Routed clock nets over the placement:
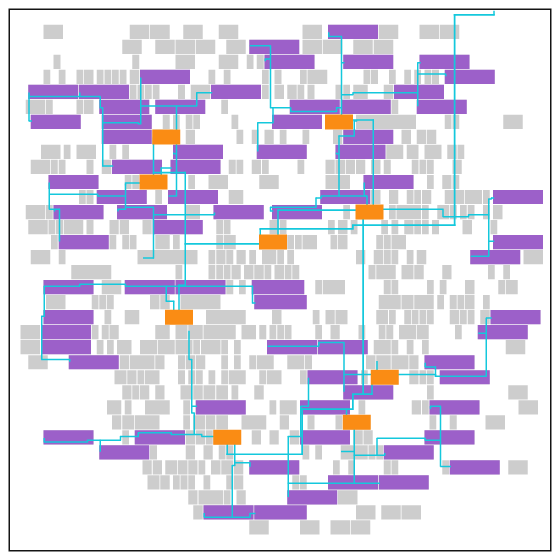
Cell sizes after repair:
Scale bar: 20 um.
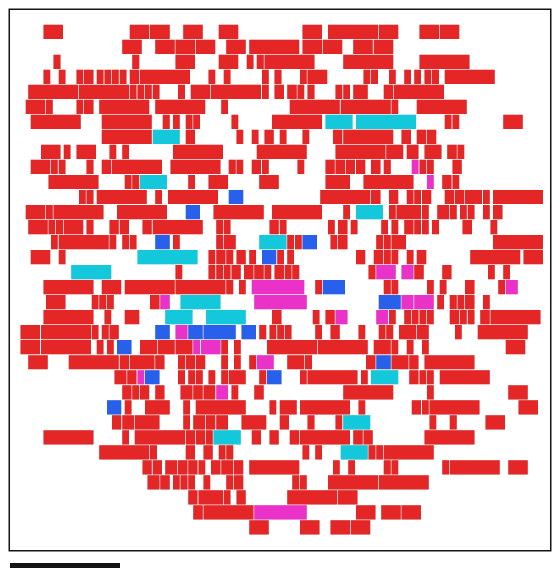
Placement by cell class:
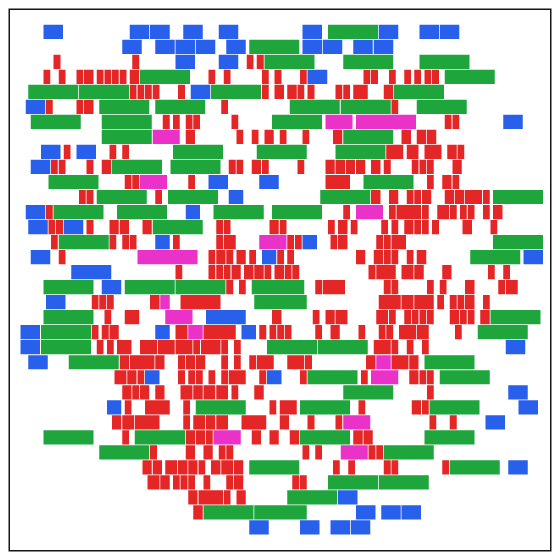
I/O nets highlighted:
Scale bar: 20 um.
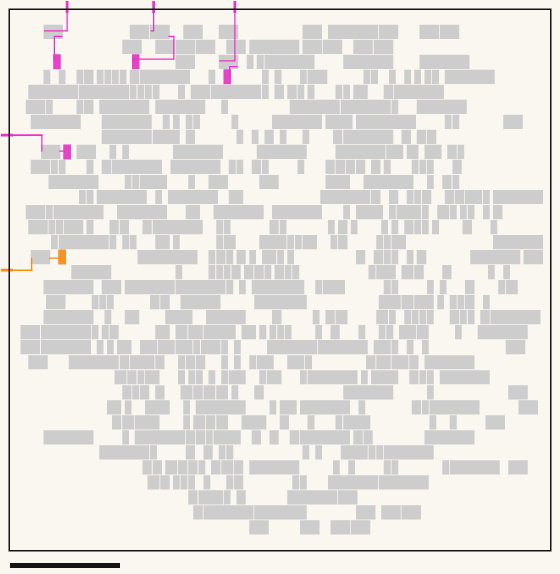
==> config.mk <==
export PLATFORM = sky130hd
export DESIGN_NAME = vga_capture
export DESIGN_NICKNAME = d
export VERILOG_FILES = /design/src/rtl/vga_capture.sv
export SDC_FILE = /design/constraint.sdc
export NUM_CORES = 1
export LEC_CHECK = 0
export ABC_AREA = 1
export CORE_UTILIZATION = 40
export CTS_CLUSTER_SIZE = 24
export DETAILED_ROUTE_END_ITERATION = 8
export RECOVER_POWER = 25
export SETUP_SLACK_MARGIN = 0.2
export SYNTH_ARGS = -nofsm -noshare
export SYNTH_HDL_FRONTEND = slang
export SYNTH_SLANG_ARGS = --single-unit
==> constraint.sdc <==
create_clock -name clk -period 2.4 [get_ports clk]
set_clock_uncertainty 0.1 [all_clocks]
set_input_delay 0.24 -clock clk [delete_from_list [all_inputs] [get_ports clk]]
set_output_delay 0.24 -clock clk [all_outputs]
set_load 0.02 [all_outputs]
==> src/rtl/vga_capture.sv <==
// vga_capture: locks onto VGA sync timing and captures visible pixels.
// Ports: clk; i_sclr async active-high reset; i_px_clk pixel strobe;
//   i_vga_hsync/i_vga_vsync active-low syncs; i_vga_red/green/blue in.
//   o_px_valid pulse with o_x/o_y/o_red/o_green/o_blue and o_frame_start;
//   o_locked while timing is locked; o_err pulse on loss of lock.
module vga_capture #(
  parameter int H_ACTIVE = 640,
  parameter int H_FP     = 16,
  parameter int H_SYNC   = 96,
  parameter int H_BP     = 48,
  parameter int V_ACTIVE = 480,
  parameter int V_FP     = 10,
  parameter int V_SYNC   = 2,
  parameter int V_BP     = 33
) (
  input  logic       clk,
  input  logic       i_sclr,
  input  logic       i_px_clk,
  input  logic       i_vga_hsync,
  input  logic       i_vga_vsync,
  input  logic [3:0] i_vga_red,
  input  logic [3:0] i_vga_green,
  input  logic [3:0] i_vga_blue,
  output logic       o_px_valid,
  output logic [9:0] o_x,
  output logic [9:0] o_y,
  output logic [3:0] o_red,
  output logic [3:0] o_green,
  output logic [3:0] o_blue,
  output logic       o_frame_start,
  output logic       o_locked,
  output logic       o_err
);

  localparam int H_TOTAL = H_ACTIVE + H_FP + H_SYNC + H_BP;
  localparam int V_TOTAL = V_ACTIVE + V_FP + V_SYNC + V_BP;

  localparam logic [9:0] H_LAST = 10'(H_TOTAL - 1);
  localparam logic [9:0] V_LAST = 10'(V_TOTAL - 1);
  localparam logic [9:0] H_VIS0 = 10'(H_SYNC + H_BP);
  localparam logic [9:0] H_VIS1 = 10'(H_SYNC + H_BP + H_ACTIVE);
  localparam logic [9:0] V_VIS0 = 10'(V_SYNC + V_BP);
  localparam logic [9:0] V_VIS1 = 10'(V_SYNC + V_BP + V_ACTIVE);
  localparam logic [9:0] CNT_MAX = 10'd1023;

  typedef enum logic [1:0] {
    SEARCH,
    MEASURE,
    LOCKED
  } state_t;

  state_t     state_q, state_d;
  logic       hs_q, hs_d;
  logic       vs_q, vs_d;
  logic [3:0] smp_red_q, smp_red_d;
  logic [3:0] smp_green_q, smp_green_d;
  logic [3:0] smp_blue_q, smp_blue_d;
  logic [9:0] hcount_q, hcount_d;
  logic [9:0] vcount_q, vcount_d;
  logic       lines_ok_q, lines_ok_d;
  logic       px_valid_q, px_valid_d;
  logic [9:0] x_q, x_d;
  logic [9:0] y_q, y_d;
  logic [3:0] red_q, red_d;
  logic [3:0] green_q, green_d;
  logic [3:0] blue_q, blue_d;
  logic       frame_start_q, frame_start_d;
  logic       locked_q, locked_d;
  logic       err_q, err_d;

  logic hfall, vfall;
  logic line_good, frame_good;
  logic in_win;

  always_comb begin
    hfall = hs_q & ~i_vga_hsync;
    vfall = vs_q & ~i_vga_vsync;
    line_good = (hcount_q == H_LAST);
    // the line closing on this strobe belongs to the frame being judged
    frame_good = (vcount_q == V_LAST) && lines_ok_q
               && (line_good || !hfall);
    // window test applies to the pixel sampled on the previous strobe
    in_win = (hcount_q >= H_VIS0) && (hcount_q < H_VIS1)
          && (vcount_q >= V_VIS0) && (vcount_q < V_VIS1);

    state_d       = state_q;
    hs_d          = hs_q;
    vs_d          = vs_q;
    smp_red_d     = smp_red_q;
    smp_green_d   = smp_green_q;
    smp_blue_d    = smp_blue_q;
    hcount_d      = hcount_q;
    vcount_d      = vcount_q;
    lines_ok_d    = lines_ok_q;
    x_d           = x_q;
    y_d           = y_q;
    red_d         = red_q;
    green_d       = green_q;
    blue_d        = blue_q;
    px_valid_d    = 1'b0;
    frame_start_d = 1'b0;
    err_d         = 1'b0;

    if (i_px_clk) begin
      hs_d        = i_vga_hsync;
      vs_d        = i_vga_vsync;
      smp_red_d   = i_vga_red;
      smp_green_d = i_vga_green;
      smp_blue_d  = i_vga_blue;

      if (state_q == LOCKED && in_win) begin
        px_valid_d    = 1'b1;
        x_d           = hcount_q - H_VIS0;
        y_d           = vcount_q - V_VIS0;
        red_d         = smp_red_q;
        green_d       = smp_green_q;
        blue_d        = smp_blue_q;
        frame_start_d = (hcount_q == H_VIS0)
                     && (vcount_q == V_VIS0);
      end

      if (hfall) begin
        hcount_d = 10'd0;
      end else if (hcount_q != CNT_MAX) begin
        hcount_d = hcount_q + 10'd1;
      end

      if (vfall) begin
        vcount_d = 10'd0;
      end else if (hfall && vcount_q != CNT_MAX) begin
        vcount_d = vcount_q + 10'd1;
      end

      if (vfall) begin
        lines_ok_d = 1'b1;
      end else if (hfall) begin
        lines_ok_d = lines_ok_q & line_good;
      end

      unique case (state_q)
        SEARCH: begin
          if (vfall) state_d = MEASURE;
        end
        MEASURE: begin
          if (vfall && frame_good) state_d = LOCKED;
        end
        LOCKED: begin
          if ((hfall && !line_good)
              || (vfall && !frame_good)) begin
            state_d = SEARCH;
            err_d   = 1'b1;
          end
        end
        default: state_d = SEARCH;
      endcase
    end

    locked_d = (state_d == LOCKED);
  end

  always_ff @(posedge clk or posedge i_sclr) begin
    if (i_sclr) begin
      state_q       <= SEARCH;
      hs_q          <= 1'b1;
      vs_q          <= 1'b1;
      smp_red_q     <= 4'd0;
      smp_green_q   <= 4'd0;
      smp_blue_q    <= 4'd0;
      hcount_q      <= 10'd0;
      vcount_q      <= 10'd0;
      lines_ok_q    <= 1'b0;
      px_valid_q    <= 1'b0;
      x_q           <= 10'd0;
      y_q           <= 10'd0;
      red_q         <= 4'd0;
      green_q       <= 4'd0;
      blue_q        <= 4'd0;
      frame_start_q <= 1'b0;
      locked_q      <= 1'b0;
      err_q         <= 1'b0;
    end else begin
      state_q       <= state_d;
      hs_q          <= hs_d;
      vs_q          <= vs_d;
      smp_red_q     <= smp_red_d;
      smp_green_q   <= smp_green_d;
      smp_blue_q    <= smp_blue_d;
      hcount_q      <= hcount_d;
      vcount_q      <= vcount_d;
      lines_ok_q    <= lines_ok_d;
      px_valid_q    <= px_valid_d;
      x_q           <= x_d;
      y_q           <= y_d;
      red_q         <= red_d;
      green_q       <= green_d;
      blue_q        <= blue_d;
      frame_start_q <= frame_start_d;
      locked_q      <= locked_d;
      err_q         <= err_d;
    end
  end

  assign o_px_valid    = px_valid_q;
  assign o_x           = x_q;
  assign o_y           = y_q;
  assign o_red         = red_q;
  assign o_green       = green_q;
  assign o_blue        = blue_q;
  assign o_frame_start = frame_start_q;
  assign o_locked      = locked_q;
  assign o_err         = err_q;

endmodule

==> GITHUB_STEP_SUMMARY <==
## PnR job results

| Metric | Value |
|---|---|
| Status | finished, violations left |
| Failing checks | design-rule violations |
| Die Span X | 97.8 um |
| Vias | 3108 |
| Total setup buffers inserted after CTS | 0 |
| FF-to-FF path depth | 10 |
| Top pwr grp | registers |
| Final wirelength | 8.10 mm |
| Highest routed layer | met4 |
| Yosys Warn Count | 0 |
| Setup crit end | o_y[1] |
| Main logic family | simple AND/OR/NAND/NOR gates |
| Max incr delay on CP | 0.45 ns |
| Launching point of the worst reg2reg path | vcount_q[0] |
| Detail Placement HPWL | 5.76 mm |
| Flop pwr share | 45.7% |
| Library cells used by synthesis | 31 |
| Worst Tran Pin Value | 0.378 ns |
| Count of buffer and inverter cells on the critical path | 1 |
| Nonclk inv count | 37 |
| Top-area cell type share of the netlist area | 48.4% |
| Grt ovf | 0 |
| Avg Cell Area, Syn | 8.07 um2 |
| Syn Std Cell Area | 0.00367 mm2 |
| Yosys cell count | 455 |
| CLK BUF | 10 |
| Number of remaining DRC errors | 4 |
| Area fraction in mux cells | 0% |
| DR WL met3 | 277 um |
| Resized Gates After CTS | 0 |
| Synth Net Count | 479 |
| Gr usage total | 18.8% |
| Basic Gates by Area | 33.3% |
| Largest net degree at the start of global routing | 74 |
| Top Layout Cells | nand2_1, dfrtp_1, nand3_1 |
| Tool Warnings | 30 |
| Setup TNS Final | 0 ns |
| Detailed Routing Iterations Pass 1 | 6 |
| Vias/cell | 4.97 |
| Period utilisation layout | 84.7% |
| Final ANT Viol Nets | 0 |
| Sequential fraction of the synthesis area | 49.8% |
| Final Power | 3.28 mW |
| Crit path max-delay family | simple AND/OR/NAND/NOR gates |
| Well tap count | 108 |
| Aoi/oai-family share of the synthesized area | 4.71% |
| Inserted Clock Buffers | 9 |
| CTS tree | yes |
| Filler cells | 839 |
| Dominant flop cell | dfrtp_1 |
| Biggest Area Class | sequential cells |
| Synthesis area per yosys | 0.00367 mm2 |
| Seq pwr | 1.50 mW |
| Synth flops | 73 |
| Number of antenna violations at the first check in global routing | 0 |
| Top cells by area | dfrtp_1, nand2_1, nand3_1 |
| Minimum clock period | 2.03 ns |
| Pint | 2.27 mW |
| Diodes inserted | 0 |
| Mapped Cells | 455 |
| DRT iter0 DRCs | 140 |
| GRT met3 Usage | 4.22% |
| Flop area | 0.00183 mm2 |
| Post-Place Setup Slack | 0.231 ns |
| Routed WL per cell | 13.0 um |
| Worst-path clk slew | 0.07 ns |
| Final instance count without filler cells | 625 |
| Cells along the critical path | ha_1 > nor2_1 > nand2_1 > nand2_2 > nand3_2 > nand2_2 > nand2_4 > buf_4 > nand3_1 > nand2_1 |
| Flop count | 73 |
| Starting Density | 41.7% |
| Adders+Majority by Area | 2.39% |
| Endpoint class of the critical path | register |
| Comb group | 0.720 mW |
| Synth area leader | dfrtp_1 |
| Die Y | 97.8 um |
| Vias in the first global route | 3091 |
| Share of cells above drive strength 1 | 9.67% |
| Critical Path Fanout Max | 19 |
| Slowest-stage cell, CP | dfrtp_1 |
| Startpoint Class | register |
| Worst hold stages | 3 |
| Logic gate share of total power | 22.0% |
| M2 GR Usage | 30.9% |
| F_max | 0.492 GHz |
| Placed cells | 607 |
| P_leak | 2.25 nW |
| Max-slew headroom | 74.8% |
| Critical path class | register to register |
| Worst VDD drop | 302 uV |
| Type of the worst min-delay path | primary input to register |
| Sw power | 1.01 mW |
| Worst reg2reg endpoint | o_y[1] |
| ClkCell Share | 4.77% |
| Grt met1 use | 24.3% |
| Combinational Area | 0.00160 mm2 |
About 'routed clock nets over the placement':
[clock drivers] orange | count: 9
[clock wires] cyan | length: 922 um
[flip-flops] purple | count: 73
routed clock nets: 10
flops lie: widely spread
worst-skew pair later-pin latency: 0.35 ns
Clk pwr share: 32.3%
Clock net power: 1.06 mW

About 'cell sizes after repair':
| size | color | cells |
|---|---|---|
| _6 and larger | cyan | 15 |
| _3 and _4 cells | blue | 16 |
| _0 and _1 cells | red | 467 |
| _2 cells | magenta | 19 |
Finished Cell Area: 0.00456 mm2
P&R area growth vs syn: 24.2%
Final WS setup: 0.367 ns
Buffers, non-clock: 64

About 'placement by cell class':
| class | color | cells |
|---|---|---|
| flops | green | 73 |
| combinational and other logic | red | 365 |
| clock drivers and dummy loads | magenta | 15 |
| other buffers and delay cells | blue | 64 |
core footprint: 0.00881 mm2
num rows: 34
final core utilization: 51.8%
Seq area share: 40.1%

About 'I/O nets highlighted':
| port | color | direction | end cells | buffers | wire |
|---|---|---|---|---|---|
| i_sclr | orange | input | 1 | 1 | 7.70 um |
| i_vga_blue | magenta | input | 4 | 4 | 54.5 um |
I/O pins: 53
PortBufs: 52

-- cell usage after synthesis (all sizes together), types with 2 or more instances --
cell,number
nand2,159
dfrtp,71
nand3,58
inv,36
nor2,35
o21ai,22
buf,15
nand4,12
xor2,12
a21oi,9
nor3,9
ha,7
clkbuf,2
dfstp,2
nand3b,2
-- worst min-delay path by stage --
stage	end	slack (ns)	start
after floorplan	smp_blue_q[3]	0.25	i_vga_blue[3]
after global placement	smp_green_q[2]	0.36	smp_green_q[2]
after detailed placement	smp_red_q[3]	0.36	smp_red_q[3]
after CTS	hcount_q[4]	0.20	i_sclr
after global routing	smp_green_q[1]	0.34	i_vga_green[1]
final	smp_green_q[3]	0.32	i_vga_green[3]
Power is estimated from default activity; no workload was simulated.
